Figure 1. Cell placement.
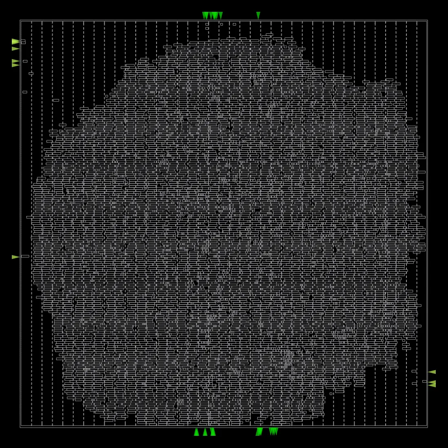
Figure 2. Placement by cell class.
Fill, decap, tap and diode cells in gray.
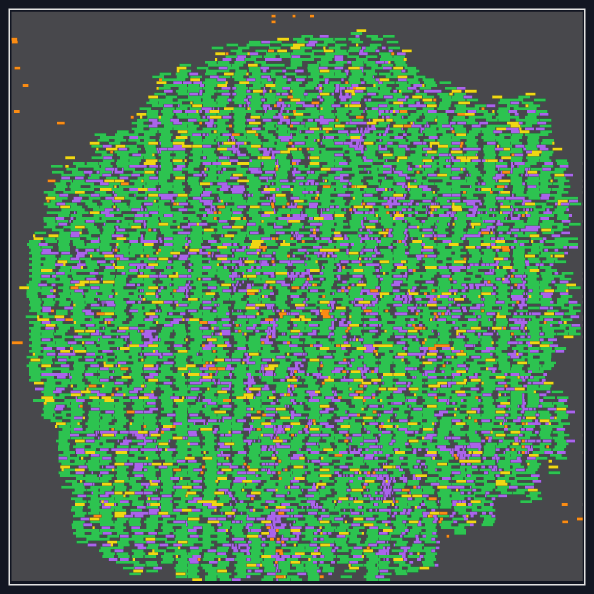
Figure 3. Nets reached from selected ports.
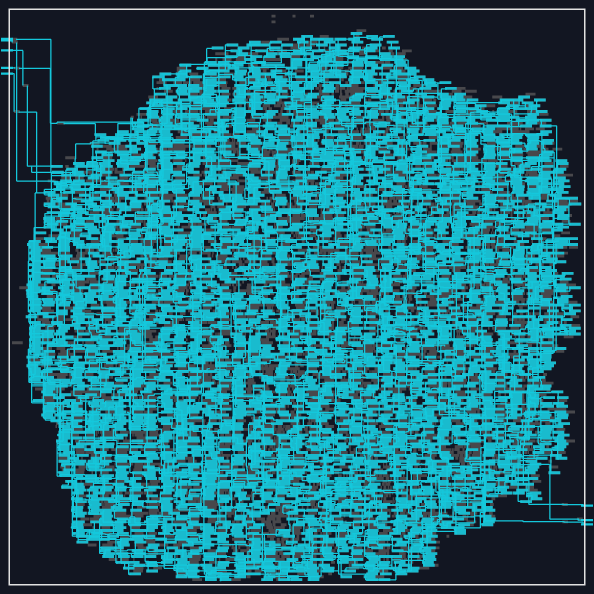
Figure 4. Met3 routing.
Bar = 200 um.
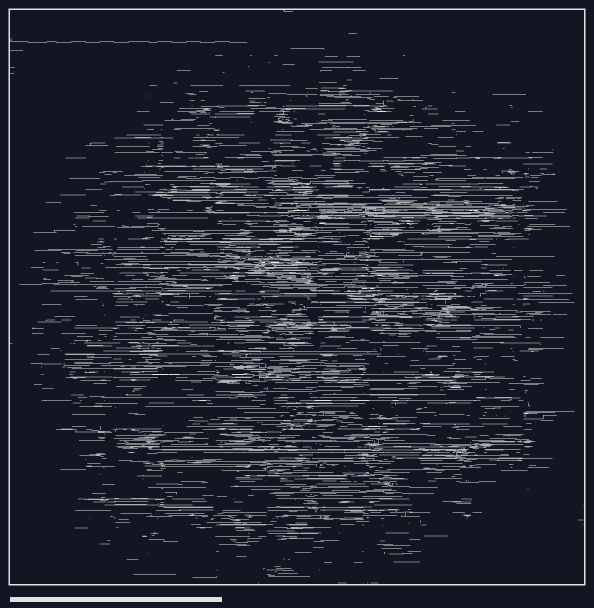
Figure 5. The metal 2 layer.
Cells faint in the background.
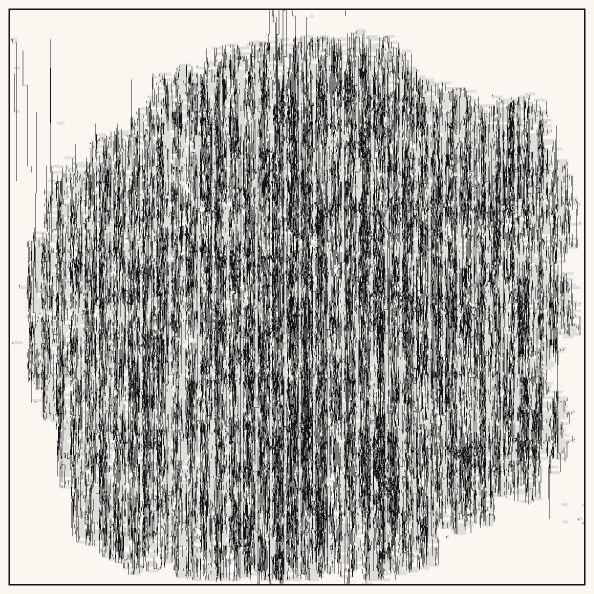
==> config.mk <==
export PLATFORM = sky130hd
export DESIGN_NAME = memory_responder_flat
export DESIGN_NICKNAME = d
export VERILOG_FILES = /design/src/rtl/memory_responder_if.sv /design/src/rtl/memory_responder.sv /design/src/flat_wrapper.sv
export SDC_FILE = /design/constraint.sdc
export NUM_CORES = 2
export LEC_CHECK = 0
export CORE_UTILIZATION = 55
export CTS_CLUSTER_SIZE = 14
export DETAILED_ROUTE_END_ITERATION = 8
export PLACE_DENSITY = 0.76
export SYNTH_ARGS = -nofsm -noshare
export SYNTH_HDL_FRONTEND = slang
export SYNTH_SLANG_ARGS = --single-unit
==> constraint.sdc <==
create_clock -name clk -period 5.8 [get_ports clk]
set_input_delay 0.87 -clock clk [delete_from_list [all_inputs] [get_ports clk]]
set_output_delay 0.87 -clock clk [all_outputs]
set_load 0.05 [all_outputs]
==> run summary <==
Implementation results are summarized by area below.

CTS
The later-pin clock latency in the skew report is 0.96 ns. The total of cells resized after clock tree synthesis is 0. Per the repair_timing log after CTS, setup buffers inserted total 0. The clock-pin transition on the worst setup and hold timing paths is 0.06 ns.

The H-tree was split into 5 levels. The clock root buffer master is sky130_fd_sc_hd__clkbuf_16. Clock tree synthesis found a total of 4105 sinks.

Job
The max-capacitance violation count is 0. The stage-log warning count is 90.

Synth
The library cell occupying the most area in the post-synthesis netlist is sky130_fd_sc_hd__edfxtp_1. Looking at the gate-level netlist, the highest instance count belongs to sky130_fd_sc_hd__edfxtp_1. The area share of xor/xnor cells in the synthesized design is 0%. The mux share of post-synthesis cell area is 15.55%. Summing the areas of all and, or, nand and nor instances in the mapped netlist gives 2.351% of the synthesized area.

The number of distinct library cell variants in the gate-level netlist after synthesis is 64. Counting flops with a built-in enable in the synthesized netlist gives 4096. In the synthesized netlist the dominant register cell turns out to be sky130_fd_sc_hd__edfxtp_1. The aoi/oai-family share of the synthesized area is 3.105%. Yosys reports that the most numerous cell types are 4096 x sky130_fd_sc_hd__edfxtp_1, 901 x sky130_fd_sc_hd__mux4_2, 614 x sky130_fd_sc_hd__nor2_1, 360 x sky130_fd_sc_hd__mux2i_1, 208 x sky130_fd_sc_hd__clkbuf_1.

For this run, asynchronously set or reset flops after synthesis account for 0.2192%. Per the synth log, the flip-flop and latch total comes to 4105. The average instance in the mapped netlist occupies 21.20 um2. After synthesis, the cell types taking the most area are sky130_fd_sc_hd__edfxtp_1 77%, sky130_fd_sc_hd__mux4_2 13%, sky130_fd_sc_hd__mux2i_1 2.3%, sky130_fd_sc_hd__nor2_1 1.4%, sky130_fd_sc_hd__o221ai_1 0.76%. The share of the Yosys chip area taken by registers is 77.33%. The floorplan net count is 7546.

For reference, full adder, half adder and majority cells occupy 0% of the area reported after synthesis. The gate count of the mapped netlist is 7517.

Routing
TritonRoute reported its final design rule violation total as 0. The final antenna-violating net count is 0. The first detailed-routing pass took 6 iterations. Per the detail_route log, met2 wirelength is 190.7 mm. The detailed-route wire length on metal 1 is 143.5 mm. The top layer used by detailed routing is met5.

Detailed-route iteration 0 reported a violation count of 12750. The sum of met3 wire segment lengths after detailed routing is 49.63 mm. The routed design shows a via density per instance of 6.826.

The script logs the mean routed wire length per placed instance as 34.32 um.

STA
The post-route clock skew is 0.05591 ns. Counting pins that exceed their max-slew limit in the final report gives 0. Looking at the max-slew report, the worst-margin pin has a slew of 1.441 ns. Setup repair after global routing left no endpoint under its margin.

The final timing report gives a worst setup slack of 1.590 ns. The highest achievable clock rate is 0.2375 GHz. The setup total negative slack is 0 ns. Final hold analysis gives a worst-case slack of 0.3652 ns. The final tally of hold violations is 0.

The share of the clock period used by the worst path is 72.58%.

Worst setup path
The type of origin of the critical path is an input port. The required time at the worst endpoint is listed as 6.63 ns. The worst endpoint data arrival time is 5.04 ns. The cell repeated most along the worst path is sky130_fd_sc_hd__buf_4.

The worst setup path is captured at a flip-flop. The critical-path cell with the highest stage delay is sky130_fd_sc_hd__o21ai_0. The number of cell instances on the worst register-to-register path is 6. The highest fanout seen on the critical path is 81. The critical path's largest stage delay is 1.14 ns.

The worst setup slack for register-to-register paths is 1.86 ns.

Global routing
The initial antenna violation count is 28. The pin count of the biggest net entering global routing is 203. The residual overflow from global routing is 0. The via count of the first global-routing pass is 80180. Across every metal layer, demand over resource in global routing totals 27.66%.

Placement
The final weighted congestion recorded by global placement is 0.9153. At the placement stage, the worst setup path has a slack of 0.7180 ns. The post-DP HPWL is 239.4 mm.

Power
The static leakage is 55.09 nW. The overall power is 61.30 mW. The power per unit of standard cell area is 345.7 nW/um2.

Finish
The filler cell count is 18570. The layout summary lists the proportion of cells stronger than drive strength 1 as 22.82%. The register with the most flip-flops in the layout has 4096 of them.

Floorplanning
The chip occupies 291900 um2. The vertical extent of the die is 540.3 um. The placeable core region is 288100 um2.

The effective utilization at floorplan is 55.30%. The width of the die is 540.3 um.

Outcome
The flow ran to the end, and the final reports show no timing, DRC or antenna violations.
Notes on Figure 1 above:
total number of placement rows: 197
number of sequential cells: 4105

Notes on Figure 2 above:
Key: green = registers [cells 4105, share of their area 71%]; orange = remaining buffers and delay cells [cells 268, share of their area 1.6%]; yellow = clock drivers and dummy loads [cells 732, share of their area 7.5%]; purple = remaining logic cells [cells 2942, share of their area 20%]
Non-Filler Cell Area, Final: 177300 um2
Core Util, Final: 61.54%

Notes on Figure 3 above:
Key: cyan = bus_mem_data_in [bits 8, direction input, end cells 4096, wire 60.1 mm]
quantity of I/O buffers inserted on ports: 37
I/O pin cnt: 38

Notes on Figure 4 above:
The wires run mostly horizontal. The longest straight run is 275 um. 1411 nets have wire on it. The layer carries 49.6 mm of wire.
Global Route met3 Usage: 6.787%
total via count in the routed design: 80800
overall routed net length: 406.2 mm

Notes on Figure 5 above:
7146 nets have wire on it. The longest straight run is 137 um. The wires run mostly vertical. The layer holds 47% of the routed length. The layer carries 191 mm of wire.
met2 Usage GRT: 42.78%

-- area by class of cell --
type                            instances  area [um2]  area share [%]
Sequential cell                      4105      123200           69.49
Antenna cell                            8       20.02         0.01129
Inverter                                5       31.28         0.01764
Tap cell                             3781        4731           2.668
Clock inverter                        246        2441           1.377
Timing Repair Buffer                  268        2751           1.552
Multi-Input combinational cell       2937       33700           19.00
Clock buffer                          486       10440           5.885
-- layer usage --
layer	up-vias	track usage [%]
met5	-	0
met2	5942	42.78
met4	36	13.11
li1	31920	-
met3	1012	6.787
met1	41890	37.35
-- critical path, delay by kind of cell --
kind / cells / cell delay (ns)
compound gates: 4 / 1.71
buf+inv: 3 / 1.37
simple gates: 3 / 0.94
-- where the power goes --
part	switching, mW	internal [mW]
Clock	11.2	14.4
Combinational	2.02	1.01
Sequential	0.0215	32.6
Power is estimated from default activity; no workload was simulated.
